--- src/rtl/toy_bus_slice2ch_node_fetch.sv ---
// Two-channel register slice in front of the fetch-node decoder/arbiter:
// full-throughput skid buffers on request and ack, plus an outstanding-request throttle.

module toy_bus_slice2ch_skid #(
  parameter int W = 8
) (
  input  logic         clk,
  input  logic         rst_n,
  input  logic         in_en_i,
  input  logic         in_vld_i,
  output logic         in_rdy_o,
  input  logic [W-1:0] in_data_i,
  output logic         out_vld_o,
  input  logic         out_rdy_i,
  output logic [W-1:0] out_data_o
);
  logic         main_vld_q, main_vld_d;
  logic         skid_vld_q, skid_vld_d;
  logic [W-1:0] main_q, main_d;
  logic [W-1:0] skid_q, skid_d;
  logic         in_fire;
  logic         out_fire;

  // Ready depends only on flops, so no combinational path crosses the slice.
  assign in_rdy_o   = !skid_vld_q && in_en_i;
  assign in_fire    = in_vld_i && in_rdy_o;
  assign out_fire   = main_vld_q && out_rdy_i;
  assign out_vld_o  = main_vld_q;
  assign out_data_o = main_q;

  always_comb begin
    // NOTE: every next-state signal gets a default first so no path leaves it unassigned (no latch).
    main_vld_d = main_vld_q;
    skid_vld_d = skid_vld_q;
    main_d     = main_q;
    skid_d     = skid_q;
    if (!main_vld_q || out_fire) begin
      if (skid_vld_q) begin
        main_vld_d = 1'b1;
        main_d     = skid_q;
        skid_vld_d = 1'b0;
      end else begin
        main_vld_d = in_fire;
        main_d     = in_data_i;
      end
    end else if (in_fire) begin
      skid_vld_d = 1'b1;
      skid_d     = in_data_i;
    end
  end

  always_ff @(posedge clk or negedge rst_n) begin
    // NOTE: sequential state uses non-blocking assignments so all flops update from pre-edge values.
    if (!rst_n) begin
      main_vld_q <= 1'b0;
      skid_vld_q <= 1'b0;
    end else begin
      main_vld_q <= main_vld_d;
      skid_vld_q <= skid_vld_d;
    end
  end

  // NOTE: payload storage is deliberately not reset; the valid bits qualify it.
  always_ff @(posedge clk) begin
    main_q <= main_d;
    skid_q <= skid_d;
  end
endmodule

module toy_bus_slice2ch_node_fetch #(
  parameter int MAX_OUT = 4,
  parameter int CNT_W   = 4
) (
  input  logic             clk,
  input  logic             rst_n,
  input  logic             in0_req_vld,
  output logic             in0_req_rdy,
  input  logic [31:0]      in0_req_addr,
  input  logic [31:0]      in0_req_strb,
  input  logic [255:0]     in0_req_data,
  input  logic             in0_req_opcode,
  input  logic [3:0]       in0_req_src_id,
  input  logic [3:0]       in0_req_tgt_id,
  input  logic [31:0]      in0_req_sideband,
  output logic             out0_req_vld,
  input  logic             out0_req_rdy,
  output logic [31:0]      out0_req_addr,
  output logic [31:0]      out0_req_strb,
  output logic [255:0]     out0_req_data,
  output logic             out0_req_opcode,
  output logic [3:0]       out0_req_src_id,
  output logic [3:0]       out0_req_tgt_id,
  output logic [31:0]      out0_req_sideband,
  output logic             in0_ack_vld,
  input  logic             in0_ack_rdy,
  output logic             in0_ack_opcode,
  output logic [255:0]     in0_ack_data,
  output logic [31:0]      in0_ack_sideband,
  output logic [3:0]       in0_ack_src_id,
  output logic [3:0]       in0_ack_tgt_id,
  input  logic             out0_ack_vld,
  output logic             out0_ack_rdy,
  input  logic             out0_ack_opcode,
  input  logic [255:0]     out0_ack_data,
  input  logic [31:0]      out0_ack_sideband,
  input  logic [3:0]       out0_ack_src_id,
  input  logic [3:0]       out0_ack_tgt_id,
  output logic [CNT_W-1:0] outstanding,
  output logic             err_ack_underflow
);
  localparam int REQ_W = 361;
  localparam int ACK_W = 297;
  localparam logic [CNT_W-1:0] MAX_CNT = CNT_W'(MAX_OUT);

  logic [REQ_W-1:0] req_out;
  logic [ACK_W-1:0] ack_out;
  logic [CNT_W-1:0] cnt_q, cnt_d;
  logic             err_q, err_d;
  logic             req_en;
  logic             req_hs;
  logic             ack_hs;

  assign req_en = (cnt_q < MAX_CNT);
  assign req_hs = in0_req_vld && in0_req_rdy;
  assign ack_hs = in0_ack_vld && in0_ack_rdy;

  toy_bus_slice2ch_skid #(.W(REQ_W)) u_req (
    .clk        (clk),
    .rst_n      (rst_n),
    .in_en_i    (req_en),
    .in_vld_i   (in0_req_vld),
    .in_rdy_o   (in0_req_rdy),
    .in_data_i  ({in0_req_addr, in0_req_strb, in0_req_data, in0_req_opcode,
                  in0_req_src_id, in0_req_tgt_id, in0_req_sideband}),
    .out_vld_o  (out0_req_vld),
    .out_rdy_i  (out0_req_rdy),
    .out_data_o (req_out)
  );

  assign {out0_req_addr, out0_req_strb, out0_req_data, out0_req_opcode,
          out0_req_src_id, out0_req_tgt_id, out0_req_sideband} = req_out;

  toy_bus_slice2ch_skid #(.W(ACK_W)) u_ack (
    .clk        (clk),
    .rst_n      (rst_n),
    .in_en_i    (1'b1),
    .in_vld_i   (out0_ack_vld),
    .in_rdy_o   (out0_ack_rdy),
    .in_data_i  ({out0_ack_opcode, out0_ack_data, out0_ack_sideband,
                  out0_ack_src_id, out0_ack_tgt_id}),
    .out_vld_o  (in0_ack_vld),
    .out_rdy_i  (in0_ack_rdy),
    .out_data_o (ack_out)
  );

  assign {in0_ack_opcode, in0_ack_data, in0_ack_sideband,
          in0_ack_src_id, in0_ack_tgt_id} = ack_out;

  // An ack with nothing outstanding flags the error and the count holds at zero.
  always_comb begin
    cnt_d = cnt_q;
    err_d = err_q;
    if (ack_hs && (cnt_q == '0)) err_d = 1'b1;
    if (req_hs && !ack_hs) begin
      cnt_d = cnt_q + CNT_W'(1);
    end else if (!req_hs && ack_hs && (cnt_q != '0)) begin
      cnt_d = cnt_q - CNT_W'(1);
    end
  end

  always_ff @(posedge clk or negedge rst_n) begin
    if (!rst_n) begin
      cnt_q <= '0;
      err_q <= 1'b0;
    end else begin
      cnt_q <= cnt_d;
      err_q <= err_d;
    end
  end

  assign outstanding       = cnt_q;
  assign err_ack_underflow = err_q;
endmodule

--- config.mk ---
export PLATFORM = sky130hd
export DESIGN_NAME = toy_bus_slice2ch_node_fetch
export DESIGN_NICKNAME = d
export VERILOG_FILES = /design/src/rtl/toy_bus_slice2ch_node_fetch.sv
export SDC_FILE = /design/constraint.sdc
export NUM_CORES = 1
export LEC_CHECK = 0
export CORE_AREA = 2 2 524 526
export CTS_BUF_LIST = sky130_fd_sc_hd__clkbuf_16
export DETAILED_ROUTE_END_ITERATION = 8
export DIE_AREA = 0 0 526 528
export SYNTH_ARGS = -nofsm -noshare
export SYNTH_HDL_FRONTEND = slang
export SYNTH_SLANG_ARGS = --single-unit
--- constraint.sdc ---
create_clock -name clk -period 54.1 [get_ports clk]
set_input_delay 10.82 -clock clk [delete_from_list [all_inputs] [get_ports clk]]
set_output_delay 10.82 -clock clk [all_outputs]
set_load 0.02 [all_outputs]
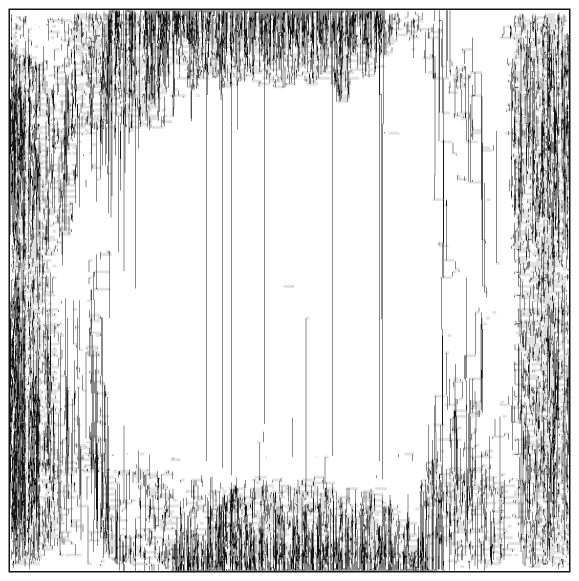
Figure 1: run 1, met2 routing.
main direction: vertical
longest straight run: 394 um

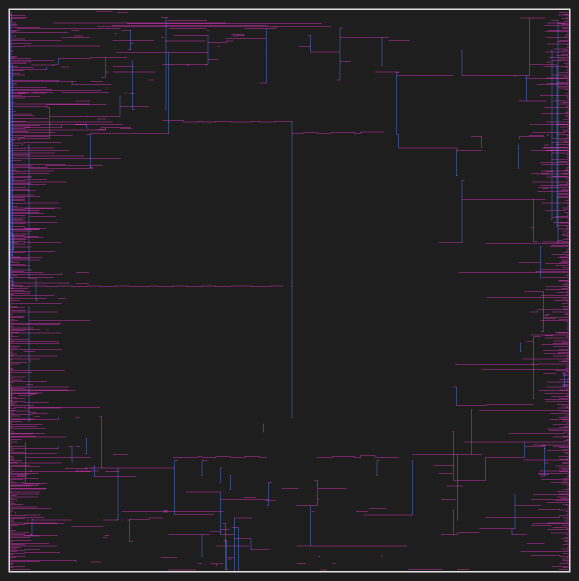
Figure 2: run 1, routed metal, one colour a layer.
Two of the layers only.
[met4] blue | wire length: 3500 um
[met3] magenta | wire length: 16800 um

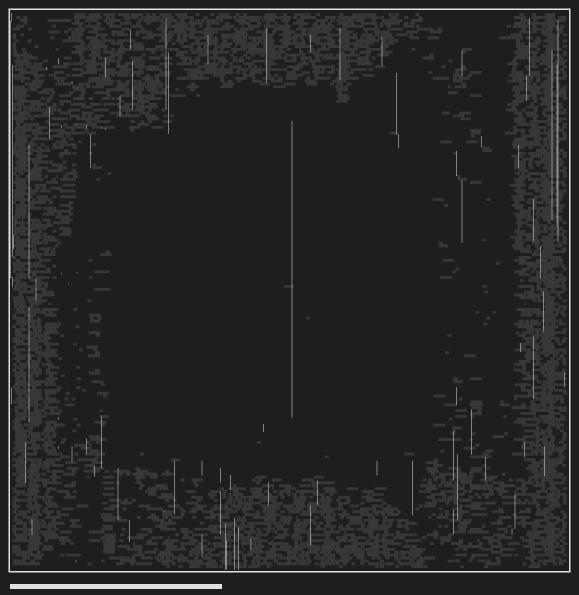
Figure 3: run 1, signal wires on met4.
Scale bar: 200 um.
share of all routed wire: 2.1%
main direction: vertical

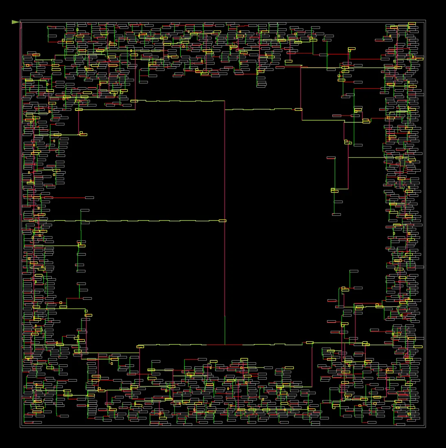
Figure 4: run 1, clock routing.
clock skew: 40.5 ps
flop count: 1325

==> reports/results.tsv, run 1 <==
metric	value	unit
drv_slew	0	
dpl.hpwl	126	mm
syn_to_final_growth	47.7	%
fp-row-count	192	
synth_area	47800	um2
status	finished clean	
overflow	0	
rr_worst_depth	7	
drc_errors	0	
cts_resized	0	
cp-endpoint	u_ack.skid_q[144]	
h-tree-depth	4	
max_freq	0.0630	GHz
cpLargestDelayFamily	buffers and inverters	
cts_made_buffers	155	
rr_startpoint	u_ack.out_vld_o	
drive_gt1_frac	0.253	
grt_pass1_vias	27500	
maxCapViolCount	0	
yosysWarnings	0	
ys_chip_area	47800	um2
worstPathBufferInverterCount	6	
slowest_stage	buf_4	
vias	26200	
ys_types	26	
drt-pass1-iter-count	5	
die_width	526	um
cts_setup_buffers	0	
coreArea	272000	um2
setup_viol	0	
finalNonFillerCells	7256	
die_h	528	um
cts_tree	done	
die_area	278000	um2
ctsRootBufferMaster	clkbuf_16	
nets	4199	
yosys_cells	2089	
gp_congestion	0.863	
wl_per_cell	22.9	um
grt_max_degree	153	
synth_area_per_cell	22.9	um2
drt_iter0_drc	1676	
grt_usage	0.114	
p_per_area	40.4	nW/um2
max_slew.worst_pin.slew	1040	ps
worst_r2r_endpoint	u_ack.skid_q[144]	
run 1: layer usage:
layer	vias up	GRT usage	part of all wire
met2	1204	0.200	0.50
met4	28	0.0281	0.021
met5	-	0	0.0011
li1	11300	-	-
met3	224	0.0501	0.10
met1	13400	0.125	0.37
run 1: layout make-up:
type	instances	area (um2)
multi-input combinational	688	7680
antenna	11	27.5
inverter	2	7.51
clock inverter	123	1070
fill	27500	202000
tap	3589	4490
timing repair buffer	1360	13600
clock buffer	158	3950
sequential	1325	39800
run 1: registers in the layout (all words and copies together) (netlist names):
signal,count
outstanding,4
u_ack.skid_vld_q,1
u_ack.out_data_o,297
u_ack.skid_q,297
u_req.skid_q,361
u_req.out_data_o,361
u_req.out_vld_o,1
u_req.skid_vld_q,1
err_ack_underflow,1
u_ack.out_vld_o,1
run 1: worst min-delay path by stage:
stage                 startpoint                     to  cells after the start
6_report       err_ack_underflow      err_ack_underflow                      1
5_1_grt        err_ack_underflow      err_ack_underflow                      1
4_1_cts        err_ack_underflow      err_ack_underflow                      1
3_5_place_dp   err_ack_underflow      err_ack_underflow                      1
3_3_place_gp   err_ack_underflow      err_ack_underflow                      1
2_1_floorplan  u_req.skid_q[352]  u_req.out_data_o[352]                      1
run 1: where the power goes:
part           switching [mW]  total [mW]  internal, mW
clock                   0.434        1.04         0.608
combinational           0.273       0.499         0.226
sequential             0.0452        1.31          1.26
total                   0.752        2.85          2.10
run 1: cells in the mapped netlist (all sizes together):
cell type	number	area (um2)
or4b	1	13.8
nor2	6	25.0
dfrtp	9	225
edfxtp	1316	39500
buf	55	275
mux2	660	7440
mux2i	1	10.0
fa	1	20.0
inv	2	7.51
nor4	1	6.26
ha	2	25.0
nor3b	1	7.51
nand2	3	11.3
clkbuf	19	71.3
xnor2	2	17.5
a31o	1	8.76
a21oi	2	21.3
nor3	2	10.0
xor2	1	8.76
nor4b	1	8.76
a21o	1	7.51
nand2b	2	12.5
run 1: through the flow:
step | util | instance area [um2] | setup slack, ps | power (mW) | hold slack, ps
after global placement | 0.240 | 65500 | 37440 | 1.83 | 466
after floorplan | - | 47800 | 13590 | 1.56 | 508
after CTS | 0.259 | 70500 | 38270 | 2.90 | 472
final | 0.259 | 70500 | 38230 | 2.85 | 475
after global routing | 0.259 | 70500 | 37970 | 2.95 | 505
after detailed placement | 0.240 | 65500 | 37360 | 1.84 | 458
run 1: cells by family after synthesis:
| group | after synthesis | share of synthesized area |
|---|---|---|
| buf+inv | 76 | 0.00742 |
| compound gates | 4 | 0.000786 |
| simple gates | 17 | 0.00199 |
| fa+ha+maj | 3 | 0.000943 |
| flops | 1325 | 0.832 |
| xor+xnor | 3 | 0.000550 |
| mux | 661 | 0.156 |
run 1: cells in the final DEF (no fill, tap or decap), types with 3 or more instances in the layout:
cell type / instances
clkinv_2: 30
diode_2: 11
inv_6: 15
inv_1: 23
nor2_1: 4
bufinv_16: 15
clkinv_8: 3
mux2_1: 8
edfxtp_1: 1316
clkinv_1: 27
clkbuf_16: 158
nand2_1: 3
clkinvlp_4: 6
buf_4: 28
dfrtp_1: 7
clkdlybuf4s50_1: 1330
mux2_2: 650
clkinv_4: 3
==> run 2: changes to the inputs <==
==> constraint.sdc (replaced) <==
create_clock -name clk -period 13.7 [get_ports clk]
set_input_delay 2.74 -clock clk [delete_from_list [all_inputs] [get_ports clk]]
set_output_delay 2.74 -clock clk [all_outputs]
set_load 0.02 [all_outputs]
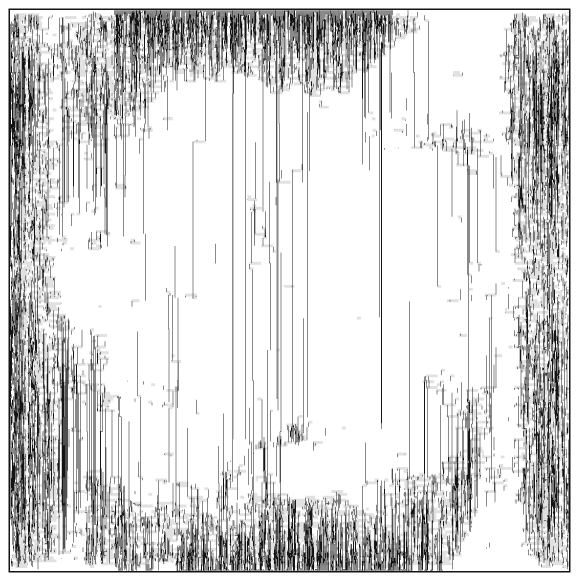
Figure 5: run 2, met2 routing.
share of all routed wire: 50%
main direction: vertical
met2 Usage GRT: 0.206
via count: 26200
final WL: 171 mm

==> run 2 against run 1 <==
Clock skew grew 5.6 ps. Core utilization is essentially flat. Synthesized area is the same. Count of clock-buffer cells in the layout is the same. Register-to-register slack lost 39000 ps. Routed wire length grew 2.8%. Sequential power grew to 3.9 times the previous value. Clock power grew to 3.9 times the previous value. Power grew to 3.9 times the previous value. Critical endpoint is now u_ack.skid_q[196]. Highest routed layer unchanged. Design area is essentially flat.
==> reports/results.tsv, run 2 <==
metric	value	unit	change
rr_startpoint	u_ack.skid_vld_q		was u_ack.out_vld_o
dpl.hpwl	129	mm	was 126 mm
ctsRootBufferMaster	clkbuf_16		unchanged
grt_max_degree	158		was 153
cts_resized	0		unchanged
logic_area	7680	um2	unchanged
max_slew.worst_pin.slew	1380	ps	was 1040 ps
finalPower	11.2	mW	was 2.85 mW
overflow	0		unchanged
syn_to_final_growth	47.6	%	was 47.7%
status	finished clean		unchanged
synth-async-reset-ratio	0.00679		unchanged
cts_setup_buffers	0		unchanged
skew	46.1	ps	was 40.5 ps
gp_congestion	0.884		was 0.863
cts_made_buffers	157		was 155
synth-main-ff-cell	edfxtp_1		unchanged
swShare	0.268		was 0.264
slowest_stage	nor3b_2		was buf_4
drv_slew	0		unchanged
yosysWarnings	0		unchanged
cp-endpoint	u_ack.skid_q[196]		was u_ack.skid_q[144]
final_common_cell	clkdlybuf4s50_1		unchanged
power_frac_comb	0.177		was 0.175
p_per_area	159	nW/um2	was 40.4 nW/um2
yosys_cells	2089		unchanged
intPower	8.23	mW	was 2.10 mW
power_frac_seq	0.459		about the same
drt_iter0_drc	1723		was 1676
top_cell_area_share	0.828		unchanged
drt-pass1-iter-count	5		unchanged
grt_pass1_vias	27600		was 27500
die_h	528	um	unchanged
worst_r2r_endpoint	u_ack.out_data_o[295]		was u_ack.skid_q[144]
ys_chip_area	47800	um2	unchanged
edf_count	1316		unchanged
final_cell_mix	clkdlybuf4s50_1 (1330), edfxtp_1 (1316), mux2_2 (650)		unchanged
rr_worst_depth	5		was 7
die_area	278000	um2	unchanged
power.switching	3.01	mW	was 752 uW
wl_per_cell	23.6	um	was 22.9 um
max_freq	0.159	GHz	
maxCapViolCount	0		unchanged
fp-row-count	192		unchanged
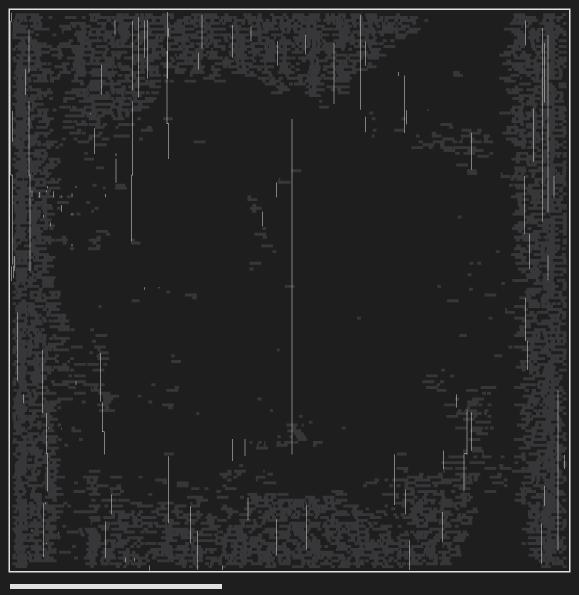
Figure 6: run 2, signal wires on met4.
Scale bar: 200 um.
main direction: vertical
nets with wire on the layer: 71

==> run 2: worst min-delay path by stage <==
stage | from | endpoint | slack [ps] | cells after the start
2_1_floorplan | u_req.skid_q[352] | u_req.out_data_o[352] | 510 | 1
3_3_place_gp | u_req.skid_q[357] | u_req.out_data_o[357] | 520 | 1
3_5_place_dp | u_req.skid_q[354] | u_req.out_data_o[354] | 520 | 1
4_1_cts | u_req.skid_q[202] | u_req.out_data_o[202] | 530 | 1
5_1_grt | u_req.skid_q[202] | u_req.out_data_o[202] | 550 | 1
6_report | u_req.skid_q[202] | u_req.out_data_o[202] | 520 | 1
==> run 2: critical path, delay by kind of cell <==
kind,cells,cell delay (ps)
and+or+nand+nor,2,1490
buffers and inverters,3,1680
==> run 2: metal layers <==
| metal | vias up | track usage | part of all wire |
|---|---|---|---|
| li1 | 11300 | - | - |
| met1 | 13300 | 0.128 | 0.36 |
| met2 | 1253 | 0.206 | 0.50 |
| met3 | 264 | 0.0529 | 0.11 |
| met4 | 56 | 0.0314 | 0.022 |
| met5 | - | 0 | 0.0021 |
==> run 2: cell type report <==
cell class / instances / share of cell area
clock inverters: 119 / 0.0141
diodes: 15 / 0.000532
multi-input cells: 688 / 0.109
inverters: 2 / 0.000106
clock buffers: 158 / 0.0561
well taps: 3589 / 0.0637
flip-flops and latches: 1325 / 0.564
repair buffers: 1358 / 0.193
==> run 2: kinds of logic after synthesis <==
family	Yosys count	share of synthesized area
buf+inv	76	0.00742
mux	661	0.156
simple gates	17	0.00199
flops	1325	0.832
xor+xnor	3	0.000550
fa+ha+maj	3	0.000943
compound gates	4	0.000786
==> run 2: power groups by stage <==
| stage | logic [mW] | clock network, mW | registers [mW] |
|---|---|---|---|
| 5_1_grt | 2.09 | 4.36 | 5.20 |
| 6_report | 1.99 | 4.09 | 5.16 |
| 2_1_floorplan | 0.403 | 0 | 5.71 |
| 3_3_place_gp | 2.04 | 0 | 5.24 |
| 3_5_place_dp | 2.03 | 0 | 5.25 |
| 4_1_cts | 2.04 | 4.22 | 5.17 |
==> run 2: per-stage QoR <==
stage / cells / worst slack, ps / hold WS [ps] / instance area [um2]
final: 7254 / 7410 / 524 / 70500
after floorplan: 2089 / -14040 / 508 / 47800
after global placement: 6962 / 6690 / 516 / 65500
after detailed placement: 6962 / 6610 / 520 / 65500
after CTS: 7239 / 7230 / 525 / 70500
after global routing: 7246 / 7300 / 547 / 70500
==> run 3: changes to the inputs <==
==> constraint.sdc (replaced) <==
create_clock -name clk -period 5.9 [get_ports clk]
set_input_delay 1.18 -clock clk [delete_from_list [all_inputs] [get_ports clk]]
set_output_delay 1.18 -clock clk [all_outputs]
set_load 0.02 [all_outputs]
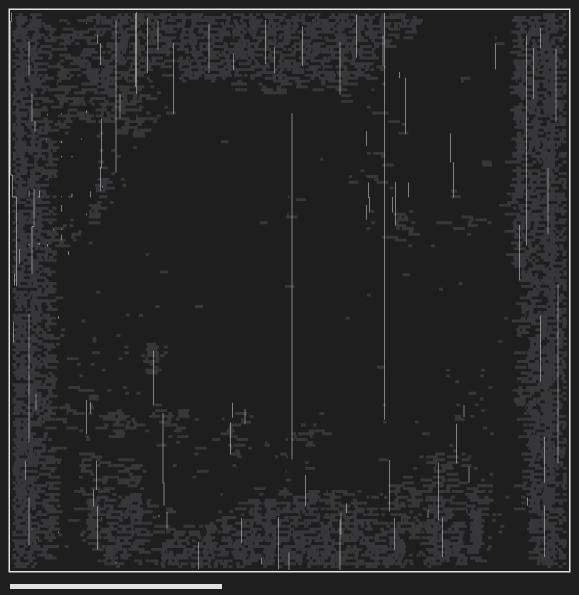
Figure 7: run 3, signal wires on met4.
Scale bar: 200 um.
wire length on this layer: 4100 um
share of all routed wire: 2.4%
nets with wire on the layer: 74
longest straight run: 383 um

==> run 3 against run 2 <==
Via count up 0.34%. Register-to-register slack got worse by 6500 ps. Clock power increased by 130%. Count of clock-buffer cells in the layout shrank 1. Non-clock buffer count increased by 14. Sequential cell count unchanged. First-iteration DRC count is 0.29% lower. Power rose by 130%. Critical path depth is 3 lower. Routed wire length barely moved. Sequential share of layout area shrank 0.18 points. Critical endpoint is now out0_ack_rdy.
==> reports/results.tsv, run 3 <==
metric	value	unit	change
dpl.hpwl	130	mm	was 129 mm
yosys.area.top_type	edfxtp_1		unchanged
h-tree-depth	4		unchanged
final_cell_mix	clkdlybuf4s50_1 (1330), edfxtp_1 (1316), mux2_2 (650)		unchanged
synth-async-reset-ratio	0.00679		unchanged
setup_ws	2270	ps	was 7410 ps
worst_r2r_endpoint	u_ack.out_data_o[107]		was u_ack.out_data_o[295]
top_cells_by_area	edfxtp_1 (83%), mux2_2 (15%), buf_2 (0.58%), dfrtp_1 (0.47%), mux2_1 (0.19%)		unchanged
max_freq	0.275	GHz	
syn_to_final_growth	48.1	%	was 47.6%
ys_chip_area	47800	um2	unchanged
drc_errors	0		unchanged
wl_per_cell	23.5	um	was 23.6 um
max_slew.worst_pin.slew	1050	ps	was 1380 ps
fin_util	0.260		was 0.259
skew	49.8	ps	was 46.1 ps
wirelength	171	mm	about the same
slowest_stage	dfrtp_4		was nor3b_2
whs	482	ps	was 524 ps
die_area	278000	um2	unchanged
edf_count	1316		unchanged
final_common_cell	clkdlybuf4s50_1		unchanged
status	finished clean		unchanged
pre_cts_ws	1630	ps	was 6610 ps
drt_iter0_drc	1718		was 1723
yosys_cells	2089		unchanged
ys_types	26		unchanged
fp-row-count	192		unchanged
grt_pass1_vias	27300		was 27600
coreArea	272000	um2	unchanged
synthTopCellsByCount	edfxtp_1 (1316), mux2_2 (650), buf_2 (55)		unchanged
synth-main-ff-cell	edfxtp_1		unchanged
cts_tree	done		unchanged
yosysWarnings	0		unchanged
finalNonFillerCells	7271		was 7254
drive_gt1_frac	0.251		was 0.249
dp.cells	6976		was 6962
setup_viol	0		unchanged
cts_setup_buffers	0		unchanged
nets	4211		was 4199
ctsRootBufferMaster	clkbuf_16		unchanged
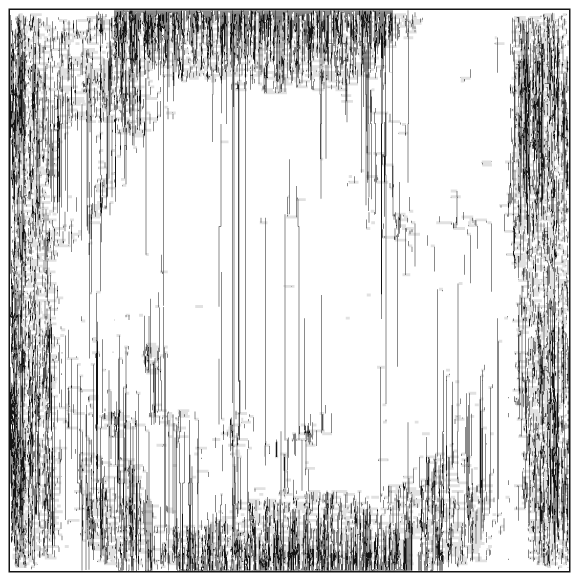
Figure 8: run 3, met2 routing.
wire length on this layer: 86.5 mm
longest straight run: 406 um
main direction: vertical
share of all routed wire: 51%

## run 3: cell counts after synthesis
Identical to the previous run, type by type.
## run 3: how the worst max path moves through the flow
stage / from / endpoint / slack (ps) / cells past startpoint
3_3_place_gp: in0_ack_rdy / u_ack.skid_q[173] / 1630 / 5
6_report: u_ack.skid_vld_q / out0_ack_rdy / 2270 / 2
3_5_place_dp: in0_ack_rdy / u_ack.skid_q[120] / 1630 / 5
4_1_cts: u_req.skid_vld_q / in0_req_rdy / 2010 / 2
2_1_floorplan: in0_ack_rdy / u_ack.skid_q[0] / -20280 / 2
5_1_grt: u_ack.skid_vld_q / out0_ack_rdy / 2070 / 2
## run 3: final cells by class
| cell class | instances | area [um2] |
|---|---|---|
| fillers | 27400 | 202000 |
| flip-flops and latches | 1325 | 39800 |
| repair buffers | 1372 | 13800 |
| multi-input cells | 688 | 7680 |
| well taps | 3589 | 4490 |
| clock buffers | 157 | 3930 |
| clock inverters | 115 | 1010 |
| diodes | 23 | 57.6 |
| inverters | 2 | 7.51 |
## run 3: kinds of logic after synthesis
kind of cell,after synthesis,synth area share
AND-OR/OR-AND,4,0.000786
XOR/XNOR,3,0.000550
adder cells (fa/ha/maj),3,0.000943
buffers and inverters,76,0.00742
flip-flops,1325,0.832
multiplexers,661,0.156
AND/OR/NAND/NOR,17,0.00199
## run 3: worst max-delay path: cells and delay by family, from the launching register on
kind | cells | cell delay [ps]
flops | 1 | 1000
buf+inv | 2 | 660
## run 3: metrics by stage
step / total power, mW / instance area [um2]
6_report: 26.1 / 70700
3_3_place_gp: 17.0 / 65700
5_1_grt: 27.0 / 70700
4_1_cts: 26.5 / 70700
2_1_floorplan: 14.2 / 47800
3_5_place_dp: 17.0 / 65700
## run 3: layer usage
metal | track usage | share of wire | vias to the layer above | routed length [um]
met3 | 0.0539 | 0.11 | 258 | 18300
li1 | - | - | 11400 | -
met2 | 0.205 | 0.51 | 1261 | 86500
met1 | 0.126 | 0.36 | 13300 | 61900
met4 | 0.0352 | 0.024 | 54 | 4100
met5 | 0 | 0.0019 | - | 320
## run 3: where the power goes
| group | switching [mW] | internal (mW) |
|---|---|---|
| combinational | 2.54 | 2.10 |
| sequential | 0.435 | 11.6 |
| clock | 3.95 | 5.47 |
Power figures rest on the tool's default switching activity, not on a simulated workload.
